<file path="src/rtl/cpu_pkg.sv">
// Shared execute-stage definitions: normalizer FSM encoding
// and the count-width helper used to size leading-bit counts.
package cpu_pkg;

    typedef enum logic [1:0] {
        IDLE,
        SCAN,
        DONE
    } nc_state_t;

    function automatic int cnt_w(input int w);
        return $clog2(w) + 1;
    endfunction

endpackage

</file>
<file path="src/rtl/norm_step.sv">
// One binary-search step of the normalizer: tests whether the top
// s bits are leading zeros (or sign copies) and applies the shift.
module norm_step
    import cpu_pkg::*;
#(
    parameter  int DATA_W = 32,
    localparam int CNT_W  = cnt_w(DATA_W)
) (
    input  logic [DATA_W-1:0] work,
    input  logic [CNT_W-1:0]  s,
    input  logic              sign,
    output logic              hit,
    output logic [DATA_W-1:0] shifted
);

    logic [DATA_W-1:0] flip;

    always_comb begin
        flip    = work;
        hit     = 1'b0;
        shifted = work;
        // CLS folds the sign into zeros so both modes become a zero test;
        // CLS also covers one extra bit, the sign bit itself.
        if (sign) begin
            flip = work ^ {DATA_W{work[DATA_W-1]}};
            hit  = (flip >> (DATA_W - 1 - int'(s))) == '0;
        end else begin
            hit  = (flip >> (DATA_W - int'(s))) == '0;
        end
        if (hit) begin
            shifted = work << s;
        end
    end

endmodule

</file>
<file path="src/rtl/norm_counter.sv">
// Iterative CLZ/CLS counter and left normalizer with valid/ready
// handshakes; one halving search step per cycle.
module norm_counter
    import cpu_pkg::*;
#(
    parameter  int DATA_W = 32,
    localparam int CNT_W  = cnt_w(DATA_W),
    localparam int STEPS  = $clog2(DATA_W)
) (
    input  logic              clk,
    input  logic              rst_n,
    input  logic              in_valid,
    output logic              in_ready,
    input  logic [DATA_W-1:0] in_data,
    input  logic              in_sign,
    output logic              out_valid,
    input  logic              out_ready,
    output logic [CNT_W-1:0]  out_count,
    output logic [DATA_W-1:0] out_data,
    output logic              out_zero
);

    nc_state_t         state;
    nc_state_t         nxt;
    logic [CNT_W-1:0]  k;
    logic [CNT_W-1:0]  s;
    logic [CNT_W-1:0]  count;
    logic [CNT_W-1:0]  cnt_nxt;
    logic [DATA_W-1:0] work;
    logic [DATA_W-1:0] shifted;
    logic              sign_q;
    logic              hit;
    logic              last;
    logic              in_zero;

    assign s       = CNT_W'(DATA_W >> (int'(k) + 1));
    assign last    = (k == CNT_W'(STEPS - 1));
    assign cnt_nxt = count + (hit ? s : '0);
    assign in_zero = !in_sign && (in_data == '0);

    norm_step #(
        .DATA_W (DATA_W)
    ) u_step (
        .work    (work),
        .s       (s),
        .sign    (sign_q),
        .hit     (hit),
        .shifted (shifted)
    );

    always_comb begin
        nxt       = state;
        in_ready  = 1'b0;
        out_valid = 1'b0;
        unique case (state)
            IDLE: begin
                in_ready = 1'b1;
                if (in_valid) begin
                    nxt = in_zero ? DONE : SCAN;
                end
            end
            SCAN: begin
                if (last) begin
                    nxt = DONE;
                end
            end
            DONE: begin
                out_valid = 1'b1;
                if (out_ready) begin
                    nxt = IDLE;
                end
            end
            default: nxt = IDLE;
        endcase
    end

    always_ff @(posedge clk) begin
        if (!rst_n) begin
            state     <= IDLE;
            k         <= '0;
            count     <= '0;
            work      <= '0;
            sign_q    <= 1'b0;
            out_count <= '0;
            out_data  <= '0;
            out_zero  <= 1'b0;
        end else begin
            state <= nxt;
            unique case (state)
                IDLE: begin
                    if (in_valid) begin
                        work   <= in_data;
                        sign_q <= in_sign;
                        count  <= '0;
                        k      <= '0;
                        // All-zero CLZ needs no search.
                        if (in_zero) begin
                            out_count <= CNT_W'(DATA_W);
                            out_data  <= '0;
                            out_zero  <= 1'b1;
                        end
                    end
                end
                SCAN: begin
                    work  <= shifted;
                    count <= cnt_nxt;
                    k     <= k + 1'b1;
                    if (last) begin
                        out_count <= cnt_nxt;
                        out_data  <= shifted;
                        out_zero  <= 1'b0;
                    end
                end
                default: ;
            endcase
        end
    end

endmodule
</file>
<file path="config.mk">
export PLATFORM = sky130hd
export DESIGN_NAME = norm_counter
export DESIGN_NICKNAME = d
export VERILOG_FILES = /design/src/rtl/cpu_pkg.sv /design/src/rtl/norm_step.sv /design/src/rtl/norm_counter.sv
export SDC_FILE = /design/constraint.sdc
export NUM_CORES = 1
export LEC_CHECK = 0
export ABC_AREA = 1
export CELL_PAD_IN_SITES_DETAIL_PLACEMENT = 0
export CELL_PAD_IN_SITES_GLOBAL_PLACEMENT = 1
export CORE_MARGIN = 8
export CORE_UTILIZATION = 40
export CTS_CLUSTER_DIAMETER = 40
export DETAILED_ROUTE_END_ITERATION = 8
export GPL_ROUTABILITY_DRIVEN = 0
export GPL_TIMING_DRIVEN = 0
export PLACE_DENSITY_LB_ADDON = 0.1
export SYNTH_ARGS = -nofsm -noshare
export SYNTH_HDL_FRONTEND = slang
export SYNTH_SLANG_ARGS = --single-unit
export TNS_END_PERCENT = 10
</file>
<file path="constraint.sdc">
create_clock -name clk -period 5.45 [get_ports clk]
set_input_delay 0.8175 -clock clk [delete_from_list [all_inputs] [get_ports clk]]
set_output_delay 0.8175 -clock clk [all_outputs]
set_load 0.1 [all_outputs]
</file>
==> run summary, run 1 <==
State of the implementation.

- The share of final layout cell area taken by non-clock buffers is 0.141, for reference.
- According to the cell report, flip-flops and latches in the layout number 86.
- The detailed router used layers up to and including met4.
- In the Yosys report the total cell count is 1,327.
- Per the layout area report, the register area comes to approximately 1700 µm².
- The detailed router reported a total wirelength of 33,000 µm.
- The overall global routing resource usage is 0.272, for reference.
- Overall power consumption after layout is estimated at 6.19 mW.
- The maximum frequency from static timing analysis is 198 MHz, for reference.
- For reference, the top cells by count after synthesis are sky130_fd_sc_hd__nand2_1 (410), sky130_fd_sc_hd__o21ai_0 (186), sky130_fd_sc_hd__nand3_1 (163).
- Per the synth stats, the flop cell with the highest instance count is sky130_fd_sc_hd__dfxtp_1.
- The worst max-slew margin expressed relative to the limit is 0.329, for reference.
- The DRC violation count after routing is 0, for reference.
- The total of plain and repair buffers excluding clock buffers is 178, for reference.
- The leakage component of the power is 3.98 nW, for reference.
- The worst setup path is launched from a flop.
- Internal power comes to 2.49 mW.
- Per the detail_route report, the via count comes to 9,547.
- The area of combinational cells with multiple inputs is 5200 µm², for reference.
- Per the OpenROAD floorplan log, the area of the core is 18,700 µm².
- The layout net count is 1,466, for reference.
- The synthesized netlist occupies a cell area of about 7600 µm².
- Detailed routing placed a total of 2850 µm of wire on met3.
- The run finished with clean final reports.
- The top cell type's share of synthesized area is 0.225, for reference.
- After clock tree synthesis, the setup repair step added 0 buffers.
- The synthesis report lists the Yosys warning total as 0.
- Across all register-to-register paths, the minimum setup slack is 0.40 ns.
- The combinational logic power is 4.43 mW, for reference.
- In this run the most critical hold path is launched from count[2]$_SDFFE_PN0P_.
- In this run the number of cells on the critical path is 34.
- Dividing the final minimum period by the clock period gives 0.927.
- The final worst slack is 0.395 ns, for reference.
- The power report attributes to the sequential group a share of 0.180.
- The global route total overflow is 0, for reference.
- The number of distinct standard cells referenced by the synthesized netlist is 43, for reference.
- The share of the core filled with cells is 0.487, for reference.
- The floorplan step set the die width to 154 µm.
- In the power breakdown, the biggest contributor is combinational cells.
- The critical path endpoint has a required time of 5.72 ns.
- The root buffer cell chosen for the clock tree is sky130_fd_sc_hd__clkbuf_16.
- The async set-or-reset flop fraction in the synthesized netlist is 0, for reference.
- The delay of the slowest cell on the worst path is 0.33 ns, for reference.
- The non-clock inverter instance count of the final layout is a little over 80, for reference.
- For hold timing, the worst endpoint is count[2]$_SDFFE_PN0P_.
- Together, buffers and inverters on the worst path number 10.
- The maximum clock skew at final layout is 0.00705 ns, for reference.
- The buffer_ports step reported a buffer count of approximately 77.
- The clock power share is 0.104, for reference.
- The first global-routing pass estimated 50,600 µm of wire.
- After detailed placement, the total cell area comes to 8710 µm².
- The clock net sink count is 86, for reference.
- Per the CTS log, the maximum H-tree level is 3.
- Counting instances, the worst hold path has a depth of 2.
- By instance count after routing, the leading logic cell types are sky130_fd_sc_hd__nand2_1 (410), sky130_fd_sc_hd__o21ai_0 (185), sky130_fd_sc_hd__nand3_1 (163).
- The count of maximum capacitance violations is 0, for reference.
- The analysis attributes to net switching a power of 3.69 mW.
- Summed over all instances, the cell type with the most area after synthesis is sky130_fd_sc_hd__dfxtp_1.
- Per the synthesis report, the adder-cell share of the synthesized area is 0.0157.
- At the floorplan stage, the core utilization is reported as 0.409.
- The type of the worst setup path is reg -> reg, for reference.
- The area added between synthesis and finish is 19.3%, for reference.
- The fraction of synthesized cell area in xor and xnor cells is 0.0309, for reference.
- The number of detailed-routing iterations run before antenna repair is 6, for reference.
- The worst slack after detailed placement is -0.701 ns, for reference.
- For the worst reg-to-reg path, the endpoint reported by OpenROAD is count[5]$_SDFFE_PN0P_.
- Counting pins that exceed their max-slew limit in the final report gives 0.
- The worst-path cell with the longest stage delay is sky130_fd_sc_hd__ha_4, for reference.
- The fraction of final layout cells sized beyond drive strength 1 is 0.0681, for reference.
- Of the total power, the share spent switching nets is 0.597.
- The number of inserted filler cells in the final layout is between 2,000 and 2,500, for reference.
- The number of failing setup endpoints in the final timing report is 0, for reference.
- The synthesized netlist net count is 1,373, for reference.
- By area, the class that comes first in the final layout consists of combinational gates.
- The clock insertion delay at the later pin of the skew report is between 0.3 and 0.4 ns, for reference.
- The largest net degree at the start of global routing is 20, for reference.
- The combinational share of power is 0.717, for reference.
- The peak fanout along the critical path is 10, for reference.
- The share of synthesized area spent on multiplexers is 0.0105, for reference.
- Looking at the max-slew report, the worst-margin pin has a slew of 0.997 ns.
- The critical path starts at k[0]$_SDFFE_PN0P_.
- After layout, the minimum clock period comes to 5.05 ns.
- In this run the most used layer during global routing was met2.
- The total number of warnings across the stage logs is 27, for reference.
- Multi-input logic gates represent a cell area share of 0.570.
- The most common cell after layout, fill and taps aside is sky130_fd_sc_hd__nand2_1, for reference.
- The global-route met3 utilization is 0.0485, for reference.
Figure 1. Gate-type map (run 1).
Drawn at 2 px/µm.
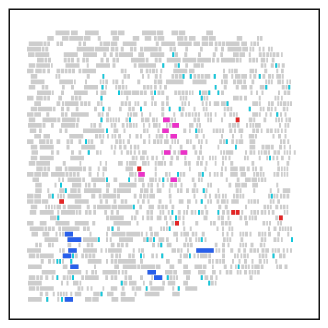
AND and OR gates: in red, cells 7, most used and2_1. inverters: in cyan, cells 81, most used inv_1, where all over the die. adder and majority cells: in blue, cells 9, most used ha_1, where bottom left. multiplexers: in magenta, cells 8, most used mux2i_1, where middle.

Figure 2. A small window of the routed layout (run 1).
Region (62, 62) to (92, 92) µm. Cells in grey, sequential cells in the stronger grey; small squares are vias.
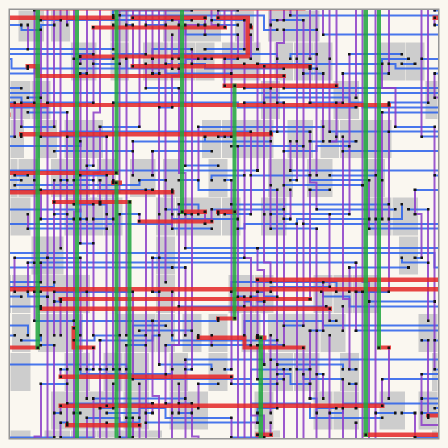
metal 3: in red. metal 1: in blue. metal 4: in green. metal 2: in purple.
85 logic cells have their middle in the window. Sequential cells in the window: 0. Most frequent: nand2_1 (31), o21ai_0 (16), o211ai_1 (7).

Figure 3. Wiring heat map (run 1).
Drawn at 2 px/µm. 31 x 31 tiles, from dark purple (low) to yellow (high), scaled to the fullest tile. Values are wire area over tile area, all layers added.
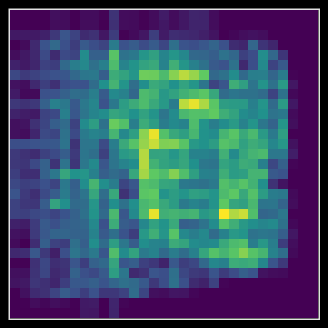
The fullest tile reaches 0.78. 23% of the tiles are over half the peak. The mean over all tiles is 0.23. 19% of the tiles are nearly empty. The densest ninth of the die: middle.

==> inputs of run 2 (changes only) <==
Settings changed: CORE_ASPECT_RATIO set to 0.8, SYNTH_HIERARCHICAL set to 1.
Figure 4. A small window of the routed layout (run 2).
Region (74, 58) to (104, 88) µm. Cells in grey, sequential cells in the stronger grey; small squares are vias.
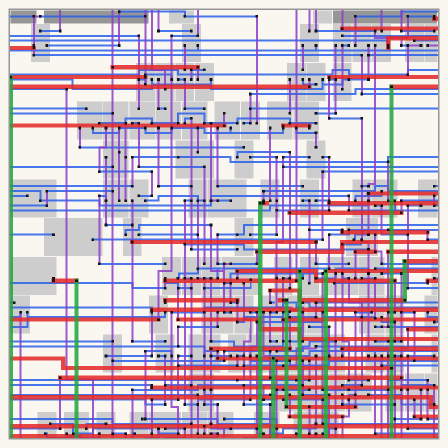
metal 2: in purple. metal 4: in green. metal 3: in red. metal 1: in blue.
Sequential cells in the window: 0. Most frequent: nand2_1 (33), nand3_1 (14), nor2_1 (11). 87 logic cells have their middle in the window.

Figure 5. Wiring heat map (run 2).
Drawn at 1.5 px/µm. 36 x 29 tiles, from dark purple (low) to yellow (high), scaled to the fullest tile. Values are wire area over tile area, all layers added.
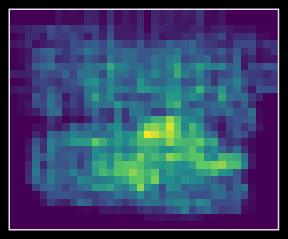
12% of the tiles are over half the peak. The densest ninth of the die: middle. The fullest tile reaches 0.96. 19% of the tiles are nearly empty. The mean over all tiles is 0.24.

Figure 6. Wiring by layer (run 2).
Drawn at 2 px/µm. Two of the layers only.
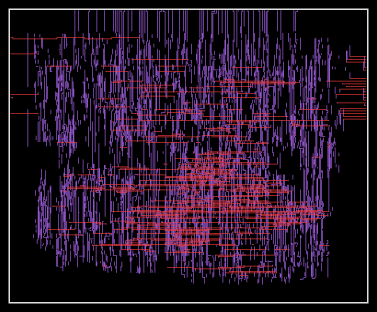
metal 3: in red, wire length 4,250 µm. metal 2: in purple, wire length 14,000 µm.

==> run 2 against run 1 <==
Synthesized area up 11%. First-iteration DRC count up 46%. Critical path type unchanged. Register-to-register slack better by 0.05 ns. Critical endpoint is now out_count[4]$_SDFFE_PN0P_.
==> run summary, run 2 <==
State of the implementation.

- The yosys synthesis warning count is 6 (+6), for reference.
- The combined buffer and inverter count along the critical path came to 9 (-1).
- The cell depth of the worst min-delay path is 2 (unchanged), for reference.
- In the synthesized netlist, the cells that appear most often are sky130_fd_sc_hd__nand2_1 (619), sky130_fd_sc_hd__nand3_1 (178), sky130_fd_sc_hd__nor2_1 (120).
- The number of failing setup endpoints in the final timing report came to 0 (unchanged).
- The adder and majority gate portion of the synthesized area is 0.0142 (-0.00151), for reference.
- The final worst slack is 0.444 ns (+0.0487 ns).
- The clock insertion delay at the later pin of the skew report is 0.35 ns (about the same), for reference.
- The overall global routing resource usage is 0.273 (+0.00154).
- The initial core utilization is 0.408 (about the same).
- The worst slack after detailed placement was -0.365 ns (+0.336 ns).
- The area of combinational cells with multiple inputs is 5770 µm² (+11%), for reference.
- The non-clock inverter instance count of the final layout is 107 (+32%).
- The biggest slice of the area belongs to combinational gates.
- The switching fraction of total power is 0.595 (-0.00157), for reference.
- The area added between synthesis and finish is 17.0%, for reference.
- The number of cells on the critical path is 34 (unchanged).
- In the layout the commonest cells are sky130_fd_sc_hd__nand2_1 (618), sky130_fd_sc_hd__nand3_1 (178), sky130_fd_sc_hd__nor2_1 (118).
- The cell area after synthesis is 8450 µm² (+11%), for reference.
- The number of inserted filler cells in the final layout is 2,341 (+14%), for reference.
- The sequential fraction of design power was 0.201 (+0.021).
- The data required time at the worst endpoint is 5.74 ns (+0.02 ns), for reference.
- The fraction of final layout cells sized beyond drive strength 1 is 0.0710 (+0.00293), for reference.
- The async set-or-reset flop fraction in the synthesized netlist is 0 (unchanged), for reference.
- The flow ran to the end, and the final reports show no timing, DRC or antenna violations.
- In the power breakdown, the biggest contributor is combinational cells.
- The tree is rooted in a sky130_fd_sc_hd__clkbuf_16.
- The worst max-slew margin expressed relative to the limit was 0.330 (+0.000670).
- The total detailed-routing wirelength is 36,600 µm (+11%), for reference.
- The number of setup buffers added after CTS is 0 (unchanged).
- The combinational logic power was 3.86 mW (-13%).
- The total of plain and repair buffers excluding clock buffers is 186 (+4.5%), for reference.
- In this run the top signal layer used is met4.
- The final worst-path cycle share is 0.919 (-0.00893).
- The leakage component of the power is 4.66 nW (+17%), for reference.
- The worst min-delay path endpoint is out_data[31]$_SDFFE_PN0P_, for reference.
- The fraction of synthesized cell area in xor and xnor cells is 0.00207 (-0.0289).
- The footprint of the flip-flops and latches was 1720 µm² (about the same).
- The total power draw is 5.56 mW (-10%).
- The number of distinct standard cells referenced by the synthesized netlist is 46 (+7.0%), for reference.
- The worst-path cell with the longest stage delay is sky130_fd_sc_hd__ha_2, for reference.
- The critical path startpoint category is a flop, for reference.
- The cell count listed in synth_stat.txt is 1,570 (+18%), for reference.
- The detailed-route via count is 10,900 (+14%), for reference.
- The deepest level of the CTS H-tree came to 3 (unchanged).
- The internal power summed over all cells came to 2.25 mW (-9.8%).
- The beginning of the worst hold path is out_data[31]$_SDFFE_PN0P_, for reference.
- The maximum frequency from static timing analysis is 200 MHz (+0.97%), for reference.
- The peak fanout along the critical path is 10 (unchanged), for reference.
- The top cell type by total area after synthesis is sky130_fd_sc_hd__nand2_1, for reference.
- The register-to-register setup slack is 0.44 ns (+0.05 ns), for reference.
- The worst-margin pin slew is 1.00 ns (+0.00505 ns), for reference.
- The top cell type's share of synthesized area was 0.275 (+0.0496).
- The maximum clock skew at final layout was 0.0106 ns (+0.00354 ns).
- The global-route layer with the greatest usage is met1, for reference.
- The layout net count is 1,703 (+16%), for reference.
- The top cell type in the final layout, fill and taps aside, is sky130_fd_sc_hd__nand2_1.
- The terminus of the critical flop-to-flop path is out_count[4]$_SDFFE_PN0P_, for reference.
- The largest net degree at the start of global routing is 17 (-15%), for reference.
- The synthesized netlist net count came to 1,616 (+18%).
- The number of detailed-routing iterations run before antenna repair is 7 (+1).
- The global-route wire length before repair is 56,300 µm (+11%), for reference.
- The sum of met3 wire segment lengths after detailed routing is 4250 µm (+49%), for reference.
- The global-route met3 utilization came to 0.0789 (+0.0304).
- The core area came to 20,700 µm² (+11%).
- The count of maximum capacitance violations is 0 (unchanged), for reference.
Power and IR drop assume default switching activity.
